===== src/rtl/alu_core.sv =====
// alu_core: 16-bit saturating execute-stage ALU with registered {Z,V,N} condition flags.
// Define ALU_ROR_EN to build the rotate-right datapath for opcode 0110.
module alu_core (
   input  logic        clk,
   input  logic        rst,
   input  logic [15:0] A,
   input  logic [15:0] B,
   input  logic [3:0]  imm,
   input  logic [3:0]  opcode,
   output logic [15:0] Sum,
   output logic [2:0]  flags
);

   localparam logic [3:0] OP_ADD    = 4'b0000;
   localparam logic [3:0] OP_SUB    = 4'b0001;
   localparam logic [3:0] OP_RED    = 4'b0010;
   localparam logic [3:0] OP_XOR    = 4'b0011;
   localparam logic [3:0] OP_SLL    = 4'b0100;
   localparam logic [3:0] OP_SRA    = 4'b0101;
   localparam logic [3:0] OP_ROR    = 4'b0110;
   localparam logic [3:0] OP_PADDSB = 4'b0111;

   logic [16:0] addWide;
   logic [16:0] subWide;
   logic        addSat;
   logic        subSat;
   logic [15:0] addResult;
   logic [15:0] subResult;
   logic [6:0]  redAcc;
   logic [15:0] redResult;
   logic [15:0] packResult;
   logic [15:0] sllResult;
   logic [15:0] sraResult;
   logic [2:0]  flags_d;
   logic [2:0]  flags_q;

   // Signed nibble add clamped to [-8, 7]; lanes never share a carry.
   function automatic logic [3:0] sat4(input logic [3:0] x, input logic [3:0] y);
      logic [4:0] s;
      s = {x[3], x} + {y[3], y};
      if (s[4] != s[3]) begin
         return s[4] ? 4'h8 : 4'h7;
      end
      return s[3:0];
   endfunction

   // A 17-bit result whose top two bits disagree has left the 16-bit signed range.
   assign addWide   = {A[15], A} + {B[15], B};
   assign subWide   = {A[15], A} - {B[15], B};
   assign addSat    = addWide[16] ^ addWide[15];
   assign subSat    = subWide[16] ^ subWide[15];
   assign addResult = addSat ? (addWide[16] ? 16'h8000 : 16'h7FFF) : addWide[15:0];
   assign subResult = subSat ? (subWide[16] ? 16'h8000 : 16'h7FFF) : subWide[15:0];

   assign sllResult = A << imm;
   assign sraResult = $signed(A) >>> imm;

`ifdef ALU_ROR_EN
   logic [15:0] rorResult;

   // A left shift by 16 contributes nothing, so imm=0 passes A through.
   assign rorResult = (A >> imm) | (A << (5'd16 - {1'b0, imm}));
`endif

   always_comb begin
      redAcc = 7'd0;
      for (int k = 0; k < 4; k++) begin
         redAcc = redAcc + {3'b000, A[4*k +: 4]} + {3'b000, B[4*k +: 4]};
      end
   end

   assign redResult = {9'd0, redAcc};

   always_comb begin
      packResult = 16'h0000;
      for (int k = 0; k < 4; k++) begin
         packResult[4*k +: 4] = sat4(A[4*k +: 4], B[4*k +: 4]);
      end
   end

   // Result mux and next-flag selection; flags hold unless the opcode owns them.
   always_comb begin
      Sum     = 16'h0000;
      flags_d = flags_q;
      case (opcode)
         OP_ADD: begin
            Sum     = addResult;
            flags_d = {addResult == 16'h0000, addSat, addResult[15]};
         end
         OP_SUB: begin
            Sum     = subResult;
            flags_d = {subResult == 16'h0000, subSat, subResult[15]};
         end
         OP_RED: begin
            Sum = redResult;
         end
         OP_XOR: begin
            Sum        = A ^ B;
            flags_d[2] = ((A ^ B) == 16'h0000);
         end
         OP_SLL: begin
            Sum        = sllResult;
            flags_d[2] = (sllResult == 16'h0000);
         end
         OP_SRA: begin
            Sum        = sraResult;
            flags_d[2] = (sraResult == 16'h0000);
         end
         OP_ROR: begin
`ifdef ALU_ROR_EN
            Sum        = rorResult;
            flags_d[2] = (rorResult == 16'h0000);
`else
            Sum = 16'h0000;
`endif
         end
         OP_PADDSB: begin
            Sum = packResult;
         end
         default: begin
            Sum = A + B;
         end
      endcase
   end

   always_ff @(posedge clk or posedge rst) begin
      if (rst) begin
         flags_q <= 3'b000;
      end else begin
         flags_q <= flags_d;
      end
   end

   assign flags = flags_q;

endmodule


===== config.mk =====
export PLATFORM = sky130hd
export DESIGN_NAME = alu_core
export DESIGN_NICKNAME = d
export VERILOG_FILES = /design/src/rtl/alu_core.sv
export SDC_FILE = /design/constraint.sdc
export NUM_CORES = 1
export LEC_CHECK = 0
export ABC_AREA = 1
export CORE_MARGIN = 3
export CORE_UTILIZATION = 55
export CTS_CLUSTER_DIAMETER = 60
export DETAILED_ROUTE_END_ITERATION = 7
export GPL_ROUTABILITY_DRIVEN = 0
export PLACE_DENSITY_LB_ADDON = 0.15
export REMOVE_ABC_BUFFERS = 1
export SYNTH_ARGS = -nofsm -noshare
export SYNTH_HDL_FRONTEND = slang
export SYNTH_SLANG_ARGS = --single-unit

===== constraint.sdc =====
create_clock -name clk -period 15.3 [get_ports clk]
set_input_delay 3.06 -clock clk [delete_from_list [all_inputs] [get_ports clk]]
set_output_delay 3.06 -clock clk [all_outputs]
set_load 0.02 [all_outputs]

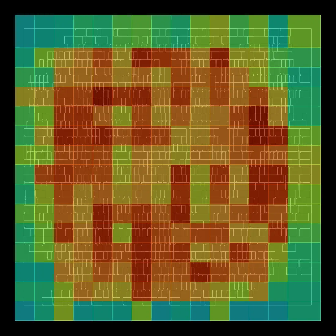
Fig. 1. Routing congestion (run 1).
Finished Core Util: 63.5%
GRT Total Usage: 35.7%
met2 usage: 54.1%
met3 usage: 7.76%

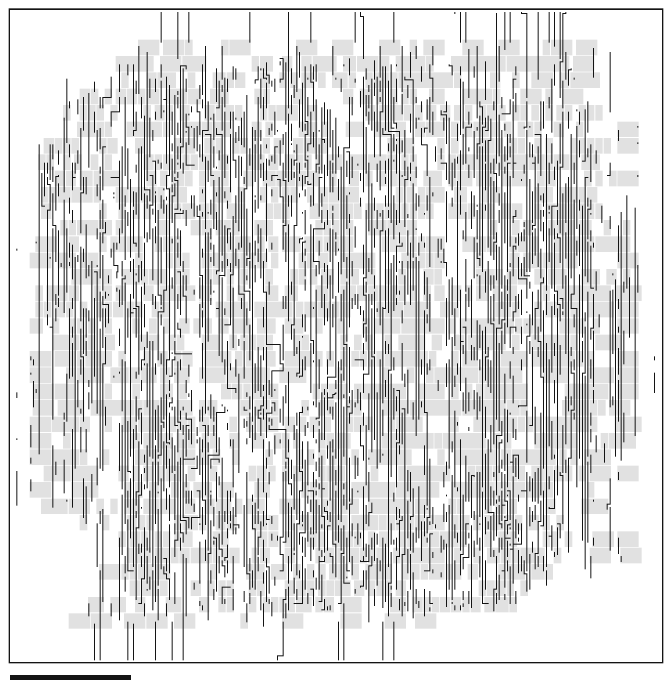
Fig. 2. M2 wires (run 1).
The bar under the picture is 20 µm long. Cells faint in the background.
main direction	vertical
longest straight run	51.3 µm
nets with wire on the layer	918
wire length on this layer	8530 µm
share of all routed wire	41%
WL final: 20.7 mm
vias: 6998

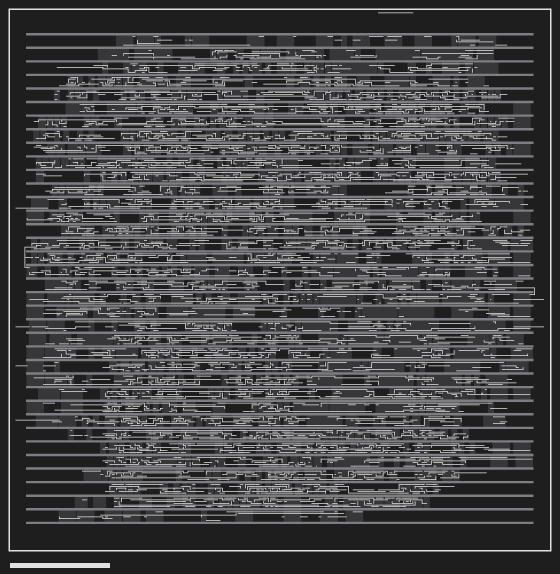
Fig. 3. The metal 1 layer (run 1).
The bar under the picture is 20 µm long. Supply wires on this layer in gray. Cells faint in the background.
wire length on this layer	8330 µm
share of all routed wire	40%
longest straight run	51.1 µm
main direction	horizontal
nets with wire on the layer	1082

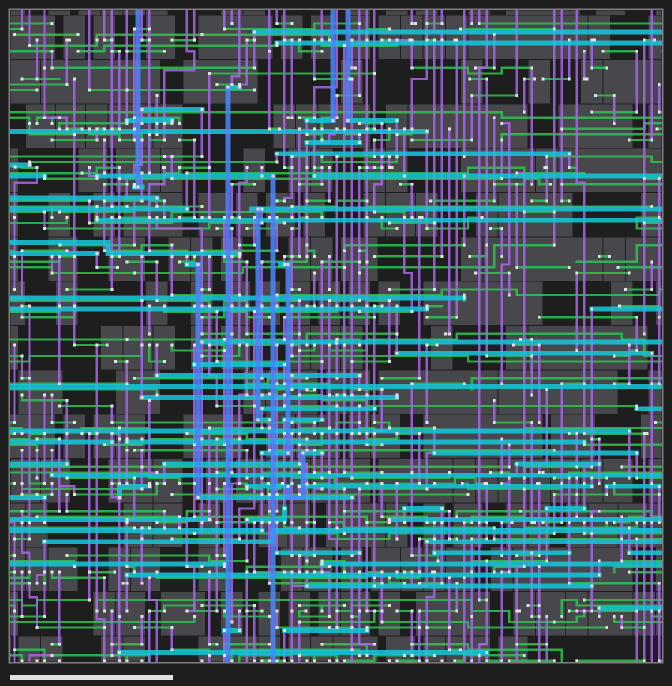
Fig. 4. Layout detail (run 1).
The bar under the picture is 10 µm long. Region (34, 12) to (74, 52) µm. Cells in gray, sequential cells in the stronger gray; small squares are vias.
layer	color
met3	cyan
met1	green
met2	purple
met4	blue
most frequent	nand2_1 (70), inv_1 (31), o21ai_0 (20)
cells with their middle in the window	193
sequential cells in the window	0

==> impl_metrics.py, run 1 <==
# Metrics from the implementation run
metrics = {
    "power_and_ir_drop": {
        "combPwrFrac_pct": 91.4,
        "p_clk_uw": 23.4,
        "pg_comb_uw": 362,
        "power.total_uw": 396,
        "power_per_cell_area_mw_per_mm2": 62.6,
        "leakagePower_nw": 3.35,
    },
    "critical_path": {
        "cp_slowest_stage_delay_ns": 0.58,
        "critPathArrivalTime_ns": 7.94,
        "crit_family": "adder cells",
        "worstReg2RegStart": "flags[1]$_DFFE_PP0P_",
        "cp-end-kind": "primary output",
        "crit_buf_inv": 7,
        "cp_cell_sequence": "clkdlybuf4s50_1 > inv_1 > fa_1 > inv_1 > fa_1 > fa_1 > inv_1 > fa_1 > inv_1 > fa_1 > or2_2 > a32oi_1 > o2111ai_1 > nor2_1 > inv_1 > clkdlybuf4s50_1",
    },
    "outcome": {
        "outcome": "finished clean",
    },
    "logic_synthesis": {
        "most_common_cell": "nand2_1",
        "synth_area_per_cell_um2": 5.49,
        "synth_area_mm2": 0.00575,
        "synthSimpleGateAreaFrac_pct": 39.4,
        "netlist_instances": 1047,
        "ys_sh_adder_pct": 18.2,
        "topCellsByArea": "nand2_1 21%, inv_1 10%, fa_1 9.8%",
        "yosysTopAreaCell": "nand2_1",
        "ys_ff": 3,
    },
    "min_path": {
        "hold_path_end": "flags[1]$_DFFE_PP0P_",
    },
    "final_timing": {
        "holdWs_ns": 0.509,
        "fmax_mhz": 90.9,
        "layout_setup_ws_ns": 4.30,
        "finalHoldViolCount": 0,
        "slew_headroom_pct": 35.2,
        "rsz0062_at_grt": "false",
    },
    "detailed_routing": {
        "highest_layer": "met4",
        "first_pass_iters": 8,
        "vias_per_cell": 5.82,
    },
    "placement": {
        "place_area_mm2": 0.00628,
    },
    "clock_network": {
        "cts_sinks": 3,
        "htreeDepth": 1,
        "ctsHoldBuffers": 0,
        "clockRootBuffer": "clkbuf_8",
    },
    "final_layout": {
        "logic_gates": 828,
        "clock_buffers": 4,
        "layout_top_cells": "317 x nand2_1, 154 x inv_1, 79 x nor2_1",
        "lay_top_count": "nand2_1",
        "comb_area_mm2": 0.00476,
    },
    "floorplan": {
        "ios": 61,
        "tap-cell-count": 133,
    },
}
## Run 2: what changed since run 1
==> constraint.sdc (replaced) <==
create_clock -name clk -period 11.21 [get_ports clk]
set_input_delay 2.242 -clock clk [delete_from_list [all_inputs] [get_ports clk]]
set_output_delay 2.242 -clock clk [all_outputs]
set_load 0.02 [all_outputs]
==> run 2 against run 1 <==
  * Non-clock buffer count unchanged
  * Sequential share of layout area unchanged
  * First-iteration DRC count increased by 1.6%
  * Routed wire length increased by 0.40%
  * Synthesized area unchanged
  * Clock skew unchanged
  * Global-route usage increased by 0.083 points
  * Setup slack got worse by 2.5 ns
  * Final cell count unchanged
  * Critical path depth unchanged
  * Clock-buffer cell count unchanged
  * Core utilization unchanged
  * Largest cell class unchanged
  * Largest power group unchanged
==> impl_metrics.py, run 2 <==
# Metrics from the implementation run
metrics = {
    "global_routing": {
        "use_met2_pct": 53.9,
    },
    "detailed_routing": {
        "highest_layer": "met4",
        "vias_per_cell": 5.88,
        "first_pass_iters": 6,
    },
    "final_layout": {
        "comb_area_mm2": 0.00476,
        "clock_buffers": 4,
        "logic_gates": 828,
        "layout_top_cells": "317 x nand2_1, 154 x inv_1, 79 x nor2_1",
    },
    "power_and_ir_drop": {
        "leakagePower_nw": 3.35,
        "pg_comb_uw": 493,
        "power_per_cell_area_mw_per_mm2": 85.4,
        "combPwrFrac_pct": 91.4,
    },
    "placement": {
        "place_area_mm2": 0.00628,
    },
    "outcome": {
        "outcome": "finished clean",
    },
    "final_timing": {
        "fmax_mhz": 107,
        "finalHoldViolCount": 0,
        "holdWs_ns": 0.511,
        "rsz0062_at_grt": "false",
    },
    "floorplan": {
        "tap-cell-count": 133,
        "ios": 61,
    },
    "logic_synthesis": {
        "topCellsByArea": "nand2_1 21%, inv_1 10%, fa_1 9.8%",
        "synthSimpleGateAreaFrac_pct": 39.4,
        "synth_area_mm2": 0.00575,
        "ys_ff": 3,
        "netlist_instances": 1047,
        "most_common_cell": "nand2_1",
        "yosysTopAreaCell": "nand2_1",
    },
    "critical_path": {
        "cp-end-kind": "primary output",
        "critPathArrivalTime_ns": 7.14,
        "cp_cell_sequence": "clkdlybuf4s50_1 > inv_1 > fa_1 > inv_1 > fa_1 > fa_1 > inv_1 > fa_1 > inv_1 > fa_1 > or2_2 > a32oi_1 > o2111ai_1 > nor2_1 > inv_1 > clkdlybuf4s50_1",
    },
    "clock_network": {
        "clockRootBuffer": "clkbuf_8",
        "cts_sinks": 3,
    },
}
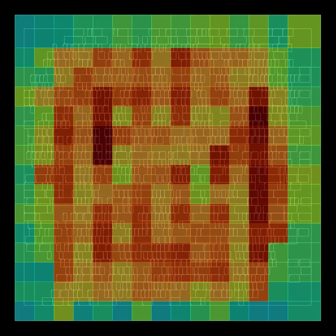
Fig. 5. Routing congestion (run 2).
met1 Use GR: 50.8%
Most Used Layer, Global Route: met2
average wire per standard cell: 17.3 µm
met3 usage: 7.04%

## Run 3: what changed since run 2
--- a/config.mk
+++ b/config.mk
@@ -7,7 +7,7 @@
 export LEC_CHECK = 0
 export ABC_AREA = 1
 export CORE_MARGIN = 3
-export CORE_UTILIZATION = 55
+export CORE_UTILIZATION = 54
 export CTS_CLUSTER_DIAMETER = 60
 export DETAILED_ROUTE_END_ITERATION = 7
 export GPL_ROUTABILITY_DRIVEN = 0
==> constraint.sdc (replaced) <==
create_clock -name clk -period 8.5 [get_ports clk]
set_input_delay 1.7 -clock clk [delete_from_list [all_inputs] [get_ports clk]]
set_output_delay 1.7 -clock clk [all_outputs]
set_load 0.02 [all_outputs]
==> run 3 against run 2 <==
  * Design area increased by 1.4%
  * Clock-buffer cell count unchanged
  * Synthesized cell count unchanged
  * Sequential cell count unchanged
  * Power increased by 33%
  * Register-to-register slack got worse by 2.7 ns
  * Critical path type unchanged
==> impl_metrics.py, run 3 <==
# Metrics from the implementation run
metrics = {
    "outcome": {
        "outcome": "finished clean",
    },
    "detailed_routing": {
        "first_pass_iters": 8,
        "drt_wl_total_mm": 20.3,
        "routedWlPerCell_um": 16.7,
        "highest_layer": "met4",
        "via_count": 7043,
    },
    "critical_path": {
        "critPathArrivalTime_ns": 6.51,
        "worstReg2RegStart": "flags[0]$_DFFE_PP0P_",
        "crit_family": "adder cells",
    },
    "clock_network": {
        "htreeDepth": 1,
        "clockRootBuffer": "clkbuf_8",
        "ctsHoldBuffers": 0,
    },
    "final_timing": {
        "fmax_mhz": 122,
        "rsz0062_at_grt": "false",
        "layout_setup_ws_ns": 0.286,
        "holdWs_ns": 0.505,
        "slew_headroom_pct": 39.0,
    },
    "logic_synthesis": {
        "ys_sh_adder_pct": 18.2,
        "synth_area_per_cell_um2": 5.49,
        "most_common_cell": "nand2_1",
        "synthSimpleGateAreaFrac_pct": 39.4,
        "ys_ff": 3,
        "yosysTopAreaCell": "nand2_1",
        "netlist_instances": 1047,
    },
    "power_and_ir_drop": {
        "power_per_cell_area_mw_per_mm2": 112,
        "combPwrFrac_pct": 91.6,
        "leakagePower_nw": 3.40,
        "power.total_uw": 718,
    },
    "final_layout": {
        "clock_buffers": 4,
        "logic_gates": 828,
        "comb_area_mm2": 0.00476,
        "layout_top_cells": "317 x nand2_1, 154 x inv_1, 79 x nor2_1",
        "lay_top_count": "nand2_1",
        "fin_util_pct": 62.1,
    },
    "global_routing": {
        "grtUsageMet3_pct": 6.28,
        "busiest_layer": "met2",
        "gr-usage-met1_pct": 50.6,
    },
    "min_path": {
        "hold_path_end": "flags[1]$_DFFE_PP0P_",
    },
    "floorplan": {
        "ios": 61,
    },
}
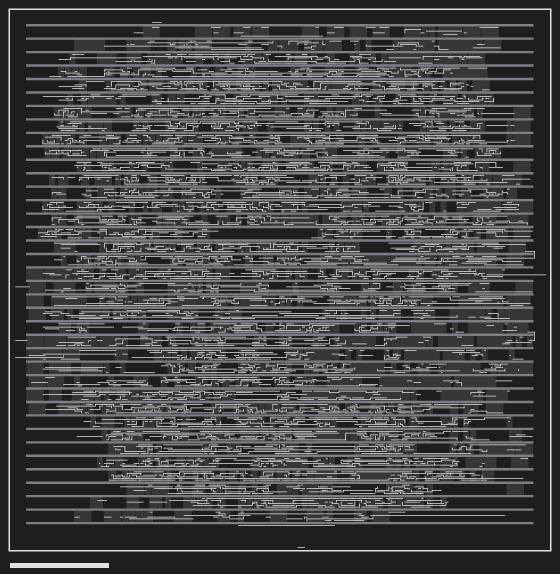
Fig. 6. The metal 1 layer (run 3).
The bar under the picture is 20 µm long. Supply wires on this layer in gray. Cells faint in the background.
longest straight run	78.0 µm
nets with wire on the layer	1099
wire length on this layer	8470 µm
main direction	horizontal
share of all routed wire	42%

Power figures rest on the tool's default switching activity, not on a simulated workload.
